==> src/rtl/pe_injection_queue.sv <==
// rtl/pe_injection_queue.sv - PE-to-router injection FIFO with destination filtering and statistics
module pe_injection_queue #(
  parameter int X           = 4,
  parameter int Y           = 4,
  parameter int dest_x      = 2,
  parameter int dest_y      = 2,
  parameter int source_x    = 8,
  parameter int source_y    = 8,
  parameter int data_width  = 240,
  parameter int total_width = dest_x + dest_y + source_x + source_y + data_width,
  parameter int DEPTH       = 4
) (
  input  logic                     clk,
  input  logic                     rst,
  input  logic [total_width-1:0]   i_data,
  input  logic                     i_valid,
  output logic                     o_ready,
  output logic [total_width-1:0]   o_data,
  output logic                     o_valid,
  input  logic                     i_ready,
  output logic [$clog2(DEPTH):0]   o_count,
  output logic                     o_full,
  output logic                     o_empty,
  output logic [31:0]              o_inj_count,
  output logic [15:0]              o_drop_count,
  output logic [31:0]              o_stall_count
);

  localparam int AW = $clog2(DEPTH);
  localparam int CW = AW + 1;

  logic [total_width-1:0] mem [DEPTH];
  logic [AW-1:0]          rd_ptr;
  logic [AW-1:0]          wr_ptr;
  logic [CW-1:0]          count;
  logic [31:0]            inj_count;
  logic [15:0]            drop_count;
  logic [31:0]            stall_count;

  logic accept;
  logic dest_ok;
  logic push;
  logic pop;

  assign o_full   = (count == CW'(DEPTH));
  assign o_empty  = (count == '0);
  assign o_ready  = !o_full;
  assign o_valid  = !o_empty;
  assign o_data   = mem[rd_ptr];
  assign o_count  = count;

  assign o_inj_count   = inj_count;
  assign o_drop_count  = drop_count;
  assign o_stall_count = stall_count;

  // Out-of-mesh packets still complete the handshake so the PE never stalls on them.
  assign dest_ok = (32'(i_data[dest_x-1:0]) < X) &&
                   (32'(i_data[dest_x+dest_y-1:dest_x]) < Y);
  assign accept  = i_valid && o_ready;
  assign push    = accept && dest_ok;
  assign pop     = o_valid && i_ready;

  always_ff @(posedge clk) begin
    if (push) begin
      mem[wr_ptr] <= i_data;
    end
  end

  always_ff @(posedge clk) begin
    if (rst) begin
      rd_ptr      <= '0;
      wr_ptr      <= '0;
      count       <= '0;
      inj_count   <= '0;
      drop_count  <= '0;
      stall_count <= '0;
    end else begin
      if (push) begin
        wr_ptr <= wr_ptr + AW'(1);
      end
      if (pop) begin
        rd_ptr    <= rd_ptr + AW'(1);
        inj_count <= inj_count + 32'd1;
      end
      if (push && !pop) begin
        count <= count + CW'(1);
      end else if (pop && !push) begin
        count <= count - CW'(1);
      end
      if (accept && !dest_ok && (drop_count != 16'hFFFF)) begin
        drop_count <= drop_count + 16'd1;
      end
      if (o_valid && !i_ready) begin
        stall_count <= stall_count + 32'd1;
      end
    end
  end

endmodule

==> config.mk <==
export PLATFORM = sky130hd
export DESIGN_NAME = pe_injection_queue
export DESIGN_NICKNAME = d
export VERILOG_FILES = /design/src/rtl/pe_injection_queue.sv
export SDC_FILE = /design/constraint.sdc
export NUM_CORES = 1
export LEC_CHECK = 0
export CORE_MARGIN = 8
export CORE_UTILIZATION = 49
export CTS_CLUSTER_SIZE = 28
export DETAILED_ROUTE_END_ITERATION = 12
export GPL_ROUTABILITY_DRIVEN = 0
export PLACE_DENSITY = 0.76
export SLEW_MARGIN = 10
export SYNTH_ARGS = -nofsm -noshare
export SYNTH_HDL_FRONTEND = slang
export SYNTH_SLANG_ARGS = --single-unit
==> constraint.sdc <==
create_clock -name clk -period 8.4 [get_ports clk]
set_clock_uncertainty 0.05 [all_clocks]
set_input_delay 2.1 -clock clk [delete_from_list [all_inputs] [get_ports clk]]
set_output_delay 2.1 -clock clk [all_outputs]
set_load 0.005 [all_outputs]
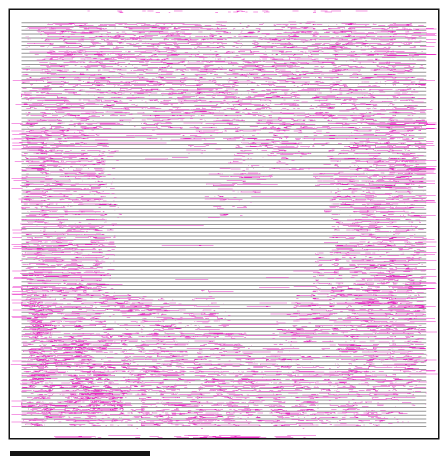
*Met1 routing*
The bar under the picture is 100 um long. Supply wires on this layer in gray.
- share of all routed wire: 36%
- longest straight run: 96.6 um
- nets with wire on the layer: 2,554
- wire length on this layer: 33.3 mm
- main direction: horizontal
vias after detailed routing: 20.3k
Routed WL: 92,200 um
GR Layer Usage met1: 23.0%

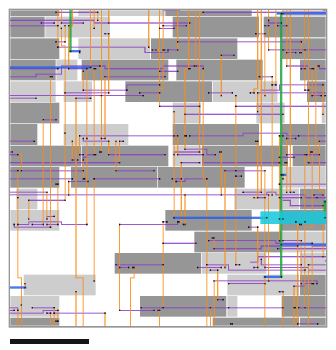
*Close-up of the layout*
The bar under the picture is 10 um long. Window x 209 to 249, y 56 to 96 um. Cells in gray, sequential cells in the stronger gray; small squares are vias.
- purple: metal 1
- green: metal 4
- blue: metal 3
- orange: metal 2
- cyan: metal 5
- netlist names of flops here include: mem (24)
- cells with their middle in the window: 45
- most frequent: edfxtp_1 (24), mux4_2 (7)
- sequential cells in the window: 24

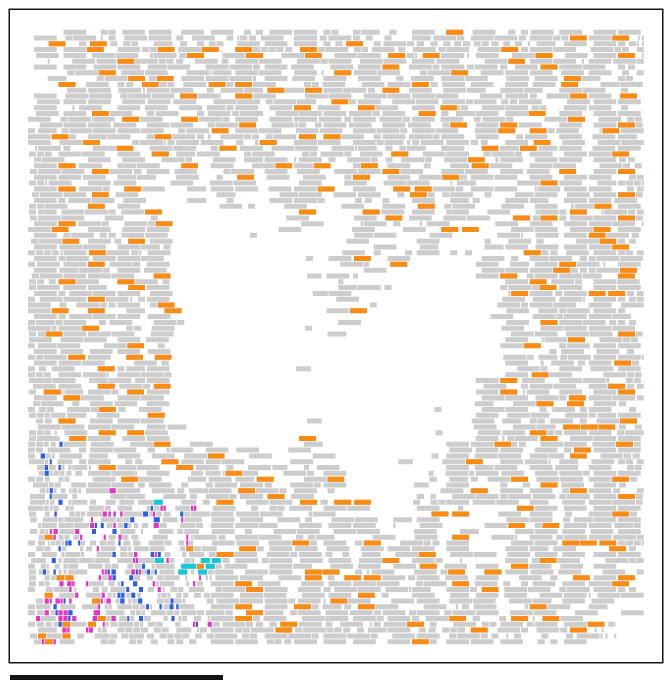
*Gate-type map*
The bar under the picture is 100 um long.
- magenta: nor cells (cells 74; where lower left)
- cyan: fa/ha/maj cells (cells 8)
- orange: mux cells (cells 273; where spread over the die)
- blue: nand cells (cells 63; where lower left)
most frequent standard cell in the layout excluding fill and tap cells: edfxtp_1
multi-input gate share of the layout cell area: 15.3%
post-route insts no fill: 3,621

==> worst min-delay path: cells and delay by family (launching register included) <==
| family | cells | cell delay (ns) |
|---|---|---|
| flip-flops | 1 | 0.32 |
| AND-OR/OR-AND | 2 | 0.12 |
==> metal layers <==
metal	routed length, um	part of all wire [%]	global-route usage, %
met1	33300	36	23.0
met2	48400	52	33.7
met3	8000	8.7	5.68
met4	2530	2.7	6.31
met5	7	0.0076	0
==> logic make-up after synthesis <==
group	Yosys count	synth area share [%]
compound gates	68	0.987
xor+xnor	25	0.533
fa+ha+maj	8	0.262
buf+inv	115	1.27
flops	1113	79.6
mux	273	14.6
other cells	1	0.00913
simple gates	198	2.73
==> metrics by stage <==
stage / total power, W / std cells / area (um2) / worst slack (ns)
floorplan: 0.00881 / 1816 / 41100 / 2.23
global placement: 0.0108 / 3408 / 48200 / 3.32
detailed placement: 0.0109 / 3408 / 48200 / 3.33
CTS: 0.0157 / 3610 / 51800 / 2.68
global route: 0.0161 / 3615 / 51800 / 2.58
finish: 0.0155 / 3621 / 51800 / 2.84
==> sequential cells by signal (all words and copies together), names as in the netlist, named ones only <==
name,flops
o_stall_count,32
rd_ptr,2
wr_ptr,2
o_inj_count,32
mem,1040
o_count,3
==> cell usage after synthesis, drive strengths merged, types with 4 or more instances <==
cell type	number
a21oi	34
and2	7
and3	4
and4	7
buf	59
clkbuf	43
dfxtp	73
edfxtp	1040
ha	7
inv	13
mux2	11
mux4	260
nand2	22
nand3	22
nand4	17
nor2	43
nor2b	9
nor3	6
nor4	13
o21ai	8
o31ai	26
or3	9
or4	27
or4b	4
xnor2	12
xor2	13
==> report_power, final <==
group | switching (W) | internal, W
Sequential | 0.000204 | 0.00671
Clock | 0.00196 | 0.00282
Combinational | 0.00161 | 0.00215
Total | 0.00378 | 0.0117
==> results.json <==
{
  "number_of_tap_cells_added_at_floorplan": 1080,
  "yosysTopAreaCell": "edfxtp_1",
  "timing.hold.worst_endpoint": "o_stall_count[31]$_SDFFE_PP0P_",
  "drt_pass_1_iters": 5,
  "final_hold_viol_count": 0,
  "crit_cells": 3,
  "min_path_cells": 2,
  "endpoint_kind": "output port",
  "fp.dieW_um": 306,
  "placement.io_buffers": 594,
  "drt_initial_violations": 1703,
  "postSynthSeqShare_pct": 79.6,
  "design.die.area_mm2": 0.0933,
  "fp_util_pct": 49.3,
  "ff_latch_area_mm2": 0.0327,
  "r2r_slack_ns": 5.23,
  "route.antenna.remaining_nets": 0,
  "drt-wirelength-per-cell_um": 25.5,
  "max-slew-margin-rel_pct": 21.0,
  "stage_log_warnings": 38,
  "final_period_minus_worst_setup_slack_ns": 5.56,
  "cts_hold_buf": 0,
  "grt_max_degree": 148,
  "final-nonclk-buf-share_pct": 12.0,
  "utilization_pct": 62.2,
  "unrepaired_setup_endpoints_after_global_routing": "no",
  "design.seq.count": 1113,
  "yosys_area_mm2": 0.0411,
  "placeable_area_mm2": 0.0833,
  "numClockSinks": 1113,
  "numnets_final": 2710,
  "layout-drive-gt1-share_pct": 18.0,
  "path_max_fanout": 88,
  "status": "complete, no violations",
  "ys_cells": 1801,
  "worstMarginPinSlew_ns": 1.19,
  "antenna_cells_inserted": 11,
  "ios": 611,
  "number_of_enable_flip_flop_cells": 1040
}
Power is estimated from default activity; no workload was simulated.
